$ cat config.mk
export PLATFORM = sky130hd
export DESIGN_NAME = upscale_stream_expander
export DESIGN_NICKNAME = d
export VERILOG_FILES = /design/src/rtl/upscaler_pkg.sv /design/src/rtl/upscale_row_store.sv /design/src/rtl/upscale_stream_expander.sv
export SDC_FILE = /design/constraint.sdc
export NUM_CORES = 1
export LEC_CHECK = 0
export CAP_MARGIN = 5
export CORE_MARGIN = 3
export CORE_UTILIZATION = 35
export DETAILED_ROUTE_END_ITERATION = 6
export GPL_TIMING_DRIVEN = 0
export SLEW_MARGIN = 10
export SYNTH_ARGS = -nofsm -noshare
export SYNTH_HDL_FRONTEND = slang
export SYNTH_HIERARCHICAL = 1
export SYNTH_SLANG_ARGS = --single-unit
export TNS_END_PERCENT = 1
$ cat constraint.sdc
create_clock -name clk -period 8.95 [get_ports clk]
set_clock_uncertainty 0.1 [all_clocks]
set_input_delay 1.79 -clock clk [delete_from_list [all_inputs] [get_ports clk]]
set_output_delay 1.79 -clock clk [all_outputs]
set_load 0.02 [all_outputs]
$ cat src/rtl/upscaler_pkg.sv
// rtl/upscaler_pkg.sv - shared types and width helpers for the upscaler stream front-end
package upscaler_pkg;

  typedef enum logic {
    ST_FILL   = 1'b0,
    ST_REPLAY = 1'b1
  } state_t;

  function automatic int ph_width(input int scale);
    return (scale <= 2) ? 1 : $clog2(scale);
  endfunction

  function automatic int idx_width(input int n);
    return (n <= 2) ? 1 : $clog2(n);
  endfunction

  function automatic bit scale_ok(input int scale);
    return (scale >= 1) && (scale <= 4);
  endfunction

endpackage

$ cat src/rtl/upscale_row_store.sv
// rtl/upscale_row_store.sv - one source row of pixels, sync write, async read
module upscale_row_store #(
  parameter int DEPTH  = 128,
  parameter int DATA_W = 8,
  parameter int AW     = 7
) (
  input  logic              clk,
  input  logic              we,
  input  logic [AW-1:0]     waddr,
  input  logic [DATA_W-1:0] wdata,
  input  logic [AW-1:0]     raddr,
  output logic [DATA_W-1:0] rdata
);

  logic [DATA_W-1:0] mem [DEPTH];

  always_ff @(posedge clk) begin
    if (we) mem[waddr] <= wdata;
  end

  assign rdata = mem[raddr];

endmodule

$ cat src/rtl/upscale_stream_expander.sv
// rtl/upscale_stream_expander.sv - expands source pixels into a SCALExSCALE phase-tagged sample stream
module upscale_stream_expander
  import upscaler_pkg::*;
#(
  parameter int IMG_W  = 128,
  parameter int IMG_H  = 72,
  parameter int SCALE  = 3,
  parameter int DATA_W = 8,
  localparam int PH_W  = ph_width(SCALE)
) (
  input  logic              clk,
  input  logic              rst,
  input  logic [DATA_W-1:0] s_pixel,
  input  logic              s_valid,
  output logic              s_ready,
  output logic [DATA_W-1:0] m_pixel,
  output logic              m_valid,
  input  logic              m_ready,
  output logic [PH_W-1:0]   m_h_phase,
  output logic [PH_W-1:0]   m_v_phase,
  output logic              m_sof,
  output logic              m_eol,
  output logic              m_eof,
  output logic              busy
);

  localparam int CW = idx_width(IMG_W);
  localparam int RW = idx_width(IMG_H);
  localparam logic [CW-1:0]   COL_LAST = CW'(IMG_W - 1);
  localparam logic [RW-1:0]   ROW_LAST = RW'(IMG_H - 1);
  localparam logic [PH_W-1:0] PH_LAST  = PH_W'(SCALE - 1);

  if (!scale_ok(SCALE)) begin : g_scale_check
    $error("upscale_stream_expander: SCALE must be in 1..4");
  end

  state_t            state;
  logic [CW-1:0]     col;
  logic [RW-1:0]     row;
  logic [PH_W-1:0]   h_cnt;
  logic [PH_W-1:0]   v_cnt;
  logic [DATA_W-1:0] buf_rdata;
  logic              load_en, take, advance;
  logic              h_last, c_last, v_last, r_last;
  logic [DATA_W-1:0] next_pixel;

  assign load_en = !m_valid || m_ready;
  assign s_ready = !rst && (state == ST_FILL) && load_en && (h_cnt == '0);
  assign take    = s_valid && s_ready;
  assign h_last  = (h_cnt == PH_LAST);
  assign c_last  = (col == COL_LAST);
  assign v_last  = (v_cnt == PH_LAST);
  assign r_last  = (row == ROW_LAST);

  // In FILL the output register still holds the current pixel while its h-repeats go out.
  always_comb begin
    advance    = 1'b0;
    next_pixel = m_pixel;
    if (state == ST_REPLAY) begin
      advance    = load_en;
      next_pixel = buf_rdata;
    end else if (h_cnt == '0) begin
      advance    = take;
      next_pixel = s_pixel;
    end else begin
      advance    = load_en;
    end
  end

  upscale_row_store #(.DEPTH(IMG_W), .DATA_W(DATA_W), .AW(CW)) u_row_store (
    .clk   (clk),
    .we    (take),
    .waddr (col),
    .wdata (s_pixel),
    .raddr (col),
    .rdata (buf_rdata)
  );

  always_ff @(posedge clk or posedge rst) begin
    if (rst) begin
      state     <= ST_FILL;
      col       <= '0;
      row       <= '0;
      h_cnt     <= '0;
      v_cnt     <= '0;
      m_pixel   <= '0;
      m_valid   <= 1'b0;
      m_h_phase <= '0;
      m_v_phase <= '0;
      m_sof     <= 1'b0;
      m_eol     <= 1'b0;
      m_eof     <= 1'b0;
      busy      <= 1'b0;
    end else begin
      if (load_en) begin
        m_valid <= advance;
        if (advance) begin
          m_pixel   <= next_pixel;
          m_h_phase <= h_cnt;
          m_v_phase <= v_cnt;
          m_sof     <= (row == '0) && (v_cnt == '0) && (col == '0) && (h_cnt == '0);
          m_eol     <= c_last && h_last;
          m_eof     <= c_last && h_last && r_last && v_last;
          if (!h_last) begin
            h_cnt <= h_cnt + 1'b1;
          end else begin
            h_cnt <= '0;
            if (!c_last) begin
              col <= col + 1'b1;
            end else begin
              col <= '0;
              if (v_last) begin
                v_cnt <= '0;
                state <= ST_FILL;
                row   <= r_last ? '0 : row + 1'b1;
              end else begin
                v_cnt <= v_cnt + 1'b1;
                state <= ST_REPLAY;
              end
            end
          end
        end
      end
      // A pixel accepted on the eof handshake cycle keeps busy high across frames.
      if (take) busy <= 1'b1;
      else if (m_valid && m_ready && m_eof) busy <= 1'b0;
    end
  end

endmodule

run_1/m1.png
Supply wires on this layer in grey. Cells faint in the background.
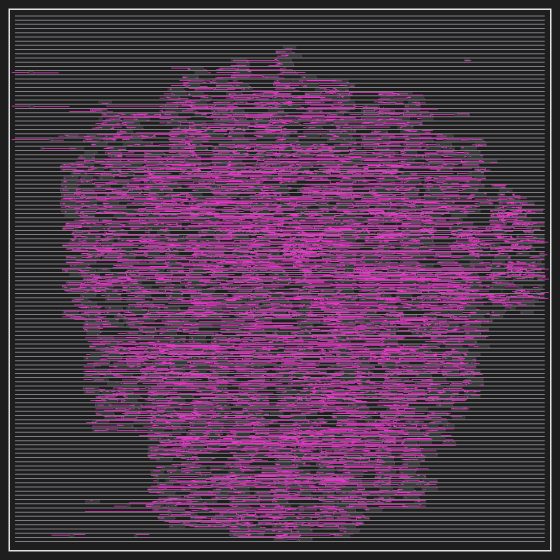
- nets with wire on the layer: 1924
- wire length on this layer: 42.4 mm
GR Util met1: 23.7%
wirelength, routed: 101000 um
routed vias: 19700

run_1/ff_map.png
Other sequential cells in the stronger grey, the rest of the logic in the fainter grey.
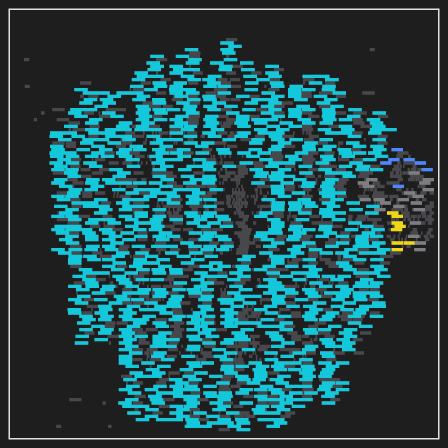
- m_pixel: yellow (sequential cells 8; where middle right)
- u_row_store/mem: cyan (sequential cells 1024)
- row: blue (sequential cells 7)
- not coloured: 21

run_1/port_trees.png
The bar under the picture is 100 um long.
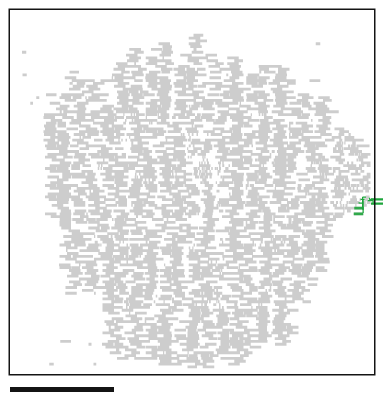
- m_h_phase: green (bits 2; direction output; end cells 2; buffers 2; wire 49.9 um)

==> metrics.yaml, run 1 <==
global_route:
  grt_pass1_vias: 20000
  busiest_layer: "met2"
  grt_pass1_wl_um: 146000
  met2_usage_pct: 26.0
  met3_usage_pct: 2.74
  grt_usage_pct: 16.7
  antenna_found_initial: 1
  grt_max_degree: 110
  grt_overflow: 0
final_layout:
  fillers: 10000
  area_growth_pct: 14.0
  diodes: 1
  comb_cells: 635
  final_layout_top_logic_cell: "edfxtp_1"
  nets: 1959
  drive_above_1_share_pct: 27.9
  clock_buffer_count: 128
  nNonClkInverters: 7
  seq_share_pct: 67.3
  logic_area_mm2: 0.00918
  clk_share_pct: 7.05
  n_all_buffers: 133
  regMostFlops: "u_row_store/mem"
routing:
  highest_layer: "met5"
  drt-initial-drc-count: 2072
  drc: 0
  drtAntennaViolNets: 0
  vias_per_cell: 5.53
  m1WireLength_um: 42400
  dr.pass1.iters: 7
timing:
  fin_ws_ps: 3090
  worst_slew_margin_rel_pct: 17.5
  setup_tns_ps: 0
  fmax_mhz: 171
  worst_pin_slew_ps: 1240
  hold_viol: 0
power:
  power_density_mw_per_mm2: 285
  finalPower_uw: 13400
  leakage_uw: 0.0142
logic_synthesis:
  synth_nets: 1813
  synth_area_leader_cell: "edfxtp_1"
  top_cell_area_share_pct: 74.6
  ys_chip_area_mm2: 0.0412
  ys_warn_count: 6
  ys_cells: 1797
  synth_top_cell_by_count: "edfxtp_1"
  ys.flop_type: "edfxtp_1"
  syn_inst: 1797
  postSynthAreaPerCell_um2: 23.0
  area_leaders: "edfxtp_1 75%, mux4_2 18%, dfrtp_1 2.2%"
  ys_async_sr_fraction_pct: 3.40
worst_setup_path:
  max_stage_delay_ps: 850
  setup.worst_path.start: "m_ready"
  worst_ep_arrival_time_ps: 6050
  critPathKind: "in -> reg"
  critPathBufInv: 4
  crit_fanout: 10
  slowest_stage: "nor2_1"
  rrSetupSlack_ps: 3980
  path_cells: "clkdlybuf4s50_1, nand2b_1, buf_2, nand3b_1, nor3b_1, clkbuf_1, nand4_1, clkbuf_2, nor2_1"
  cp-end-kind: "flop"
  r2r_start: "col[2]$_DFFE_PP0P_"
floorplan:
  io_pins: 30
  die_area_mm2: 0.122
  taps: 1524
  core_area_mm2: 0.117
  fp_util_pct: 35.4
  die-width_um: 349
  row_count: 125
  die_h_um: 349
run_status:
  outcome: "finished clean"
clocking:
  clk_path_buf_depth: 3
  path_clk_slew_ps: 60
  cts_max_level: 3
  postCtsHoldBufs: 0
  numCtsBuffers: 106
  cts_sinks: 1060
  clkLatencyLatePin_ps: 680
run:
  log.warning_count: 32
  drv_cap: 0
placed_design:
  pre_cts_ws_ps: 2520
  io_buffers: 29
  dp_hpwl_um: 66600
  place.gp.congestion: 0.875
[run 1: metrics by stage]
step | util, % | hold slack, ps | instance area [um2] | cells
2_1_floorplan | - | 361 | 41200 | 1797
3_3_place_gp | 37.3 | 361 | 43400 | 3350
3_5_place_dp | 37.5 | 373 | 43700 | 3359
4_1_cts | 40.3 | 387 | 47000 | 3560
5_1_grt | 40.4 | 406 | 47000 | 3560
6_report | 40.4 | 380 | 47000 | 3561
[run 1: worst min-delay path by stage]
stage,startpoint,endpoint,slack (ps),depth (start not counted)
after CTS,m_eol$_DFFE_PP0P_,m_eol$_DFFE_PP0P_,390,1
after floorplan,row[4]$_DFFE_PP0P_,row[4]$_DFFE_PP0P_,360,1
after global placement,busy$_DFFE_PP0P_,busy$_DFFE_PP0P_,360,1
after detailed placement,m_eol$_DFFE_PP0P_,m_eol$_DFFE_PP0P_,370,1
final,m_eol$_DFFE_PP0P_,m_eol$_DFFE_PP0P_,380,1
after global routing,m_sof$_DFFE_PP0P_,m_sof$_DFFE_PP0P_,410,2
[run 1: power breakdown]
group / internal [uW] / leakage, uW / switching (uW)
logic: 1620 / 0.00293 / 2010
registers: 5490 / 0.00965 / 58.9
clock network: 2380 / 0.00160 / 1830
[run 1: logic make-up after synthesis]
| group | Yosys count | share of synthesized area, % |
|---|---|---|
| adders and majority gates | 4 | 0.121 |
| and+or+nand+nor | 239 | 2.55 |
| buffers and inverters | 102 | 1.12 |
| muxes | 359 | 19.0 |
| AOI/OAI and AO/OA | 27 | 0.379 |
| xor gates and xnor gates | 6 | 0.127 |
| DFF | 1060 | 76.7 |
[run 1: worst reg2reg max path: stages (launching register included)]
cell	delay [ps]
dfrtp_1	630
clkbuf_1	970
clkbuf_1	900
mux4_2	470
mux4_2	540
mux4_2	540
mux2_2	350
mux2i_1	240
o21ai_0	100
==> inputs of run 2 (changes only) <==
clock period = 5.5 ns   (was 8.95 ns; I/O delays follow)
run_2/m1.png
Supply wires on this layer in grey. Cells faint in the background.
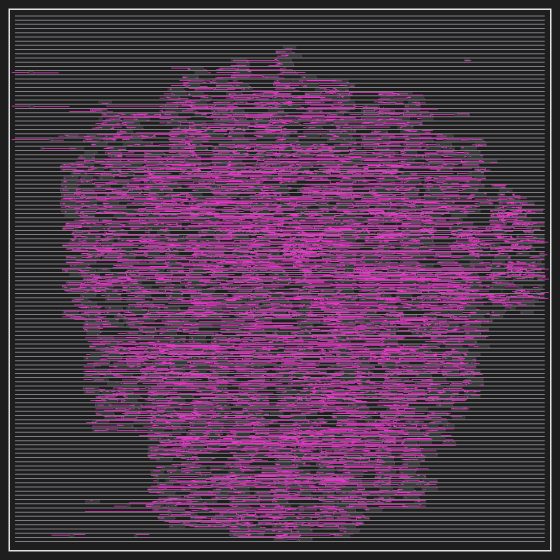
- share of all routed wire: 42%
- wire length on this layer: 42.4 mm
- nets with wire on the layer: 1924

==> metrics.yaml, run 2 <==
run_status:
  outcome: "finished clean"
clocking:
  path_clk_slew_ps: 60
  cts_max_level: 3
  cts_sinks: 1060
  numCtsBuffers: 106
  ctsResizeCount: 0
  cts_root_buf: "clkbuf_16"
  post-cts-setup-buffers: 0
  postCtsHoldBufs: 0
  clkLatencyLatePin_ps: 680
  clk_path_buf_depth: 3
  cts_tree: "yes"
routing:
  dr.pass1.iters: 7
  avgRoutedWirePerCell_um: 28.3
  vias_per_cell: 5.53
  met3_length_um: 7170
  wl_met2_um: 47600
  drtAntennaViolNets: 0
  routed_wl_um: 101000
  drt-initial-drc-count: 2072
  vias: 19700
  drc: 0
  m1WireLength_um: 42400
  highest_layer: "met5"
worst_setup_path:
  max_stage_delay_ps: 850
  cp-end-kind: "flop"
  worst_ep_arrival_time_ps: 5360
  crit_fanout: 10
  startpoint_type: "primary input"
  cp_top_family: "simple AND/OR/NAND/NOR gates"
  crit_required_ps: 5690
  slowest_stage: "nor2_1"
  critPathBufInv: 4
  path_cells: "clkdlybuf4s50_1, nand2b_1, buf_2, nand3b_1, nor3b_1, clkbuf_1, nand4_1, clkbuf_2, nor2_1"
  critPathKind: "in -> reg"
timing:
  drv_slew: 0
  worst_pin_slew_ps: 1240
  hold_viol: 0
  min_period_ps: 5170
  worst_slew_margin_rel_pct: 17.5
  fmax_mhz: 193
  rsz0062_at_grt: "no"
  fin_ws_ps: 332
  setup_violations: 0
  finalCritPeriodShare_pct: 94.0
power:
  power_switching_uw: 6350
  pg_comb_uw: 5910
  p_sw_share_pct: 29.1
  leakage_uw: 0.0142
  top_power_group: "registers"
  ir_drop_v: 0.000275
  p_seq_share_pct: 41.4
  power_density_mw_per_mm2: 463
  internal-power_uw: 15400
  seq-power_uw: 9030
  clkPwrFrac_pct: 31.5
  finalPower_uw: 21800
  power_frac_comb_pct: 27.1
  powerClk_uw: 6860
logic_synthesis:
  ys.flops: 1060
  synth_top_cell_by_count: "edfxtp_1"
  synth_area_leader_cell: "edfxtp_1"
  ys_async_sr_fraction_pct: 3.40
  syn_inst: 1797
  postSynthAreaPerCell_um2: 23.0
  ys_seq_share_pct: 76.7
  common_cells: "1024 x edfxtp_1, 336 x mux4_2, 129 x nor2_1"
  ys_cells: 1797
  syn_area_mm2: 0.0412
  ys_chip_area_mm2: 0.0412
  synth_cell_types: 39
  ys.flop_type: "edfxtp_1"
  synth_nets: 1813
  top_cell_area_share_pct: 74.6
  ys_warn_count: 6
  area_leaders: "edfxtp_1 75%, mux4_2 18%, dfrtp_1 2.2%"
  edf_count: 1024
global_route:
  grt_max_degree: 110
  met3_usage_pct: 2.74
  grt_pass1_vias: 20000
  grt_use_met1_pct: 23.7
  met2_usage_pct: 26.0
  grt_overflow: 0
  busiest_layer: "met2"
  grt_pass1_wl_um: 146000
  antenna_found_initial: 1
  grt_usage_pct: 16.7
final_layout:
  final_layout_top_logic_cell: "edfxtp_1"
  fin_cells: 3561
  area_growth_pct: 14.0
  largest_reg_flops: 1024
  final_cell_mix: "1024 x edfxtp_1, 336 x mux4_2, 129 x nor2_1"
  drive_above_1_share_pct: 27.9
  utilization_pct: 40.4
  fillers: 10000
  largestRegisters: "u_row_store/mem (1024), m_pixel (8)"
  nets: 1959
  regMostFlops: "u_row_store/mem"
floorplan:
  die-width_um: 349
  row_count: 125
  io_pins: 30
  die_h_um: 349
  die_area_mm2: 0.122
  fp_util_pct: 35.4
  core_area_mm2: 0.117
worst_hold_path:
  hold_path_class: "reg -> reg"
placed_design:
  place.gp.congestion: 0.875
  io_buffers: 29
  pre_cts_ws_ps: -245
  dpl.cell_count: 3359
  dp_hpwl_um: 66600
run:
  log.warning_count: 32
  drv_cap: 0
## run 2: metrics by stage
stage          hold WS (ps)  area, um2  TNS [ps]
3_5_place_dp            373      43700    -17940
2_1_floorplan           361      41200         0
6_report                380      47000         0
4_1_cts                 387      47000         0
3_3_place_gp            361      43400   -511070
5_1_grt                 406      47000         0
## run 2: cells by family (layout without fill, tap and decap cells)
group / count (synthesis) / after routing / share of synthesized area (%)
flops: 1060 / 1060 / 76.7
mux: 359 / 359 / 19.0
simple gates: 239 / 239 / 2.55
buf+inv: 102 / 341 / 1.12
compound gates: 27 / 27 / 0.379
xor+xnor: 6 / 6 / 0.127
fa+ha+maj: 4 / 4 / 0.121
other cells: 0 / 1 / 0
## run 2: final timing paths
check | cells after the start | endpoint | slack, ps | start
setup / recovery | 9 | u_row_store/mem[71][7]$_DFFE_PP_ | 330 | m_ready
hold / removal | 1 | m_eol$_DFFE_PP0P_ | 380 | m_eol$_DFFE_PP0P_
setup reg to reg | 8 | m_pixel[7]$_DFFE_PP0P_ | 530 | col[2]$_DFFE_PP0P_
hold reg to reg | 1 | m_eol$_DFFE_PP0P_ | 380 | m_eol$_DFFE_PP0P_
max in group asynchronous | 2 | h_cnt[1]$_DFFE_PP0P_ | 3930 | rst
min in group asynchronous | 2 | m_valid$_DFFE_PP0N_ | 910 | rst
## run 2: layout make-up
class	count	area, um2	area share (%)
inverters	7	26.3	0.0559
diodes	1	2.50	0.00532
flip-flops and latches	1060	31700	67.3
plain buffers	95	445	0.947
well taps	1524	1910	4.05
repair buffers	38	505	1.07
multi-input cells	635	9180	19.5
clock buffers	128	2740	5.82
clock inverters	73	581	1.23
Power is estimated from default activity; no workload was simulated.
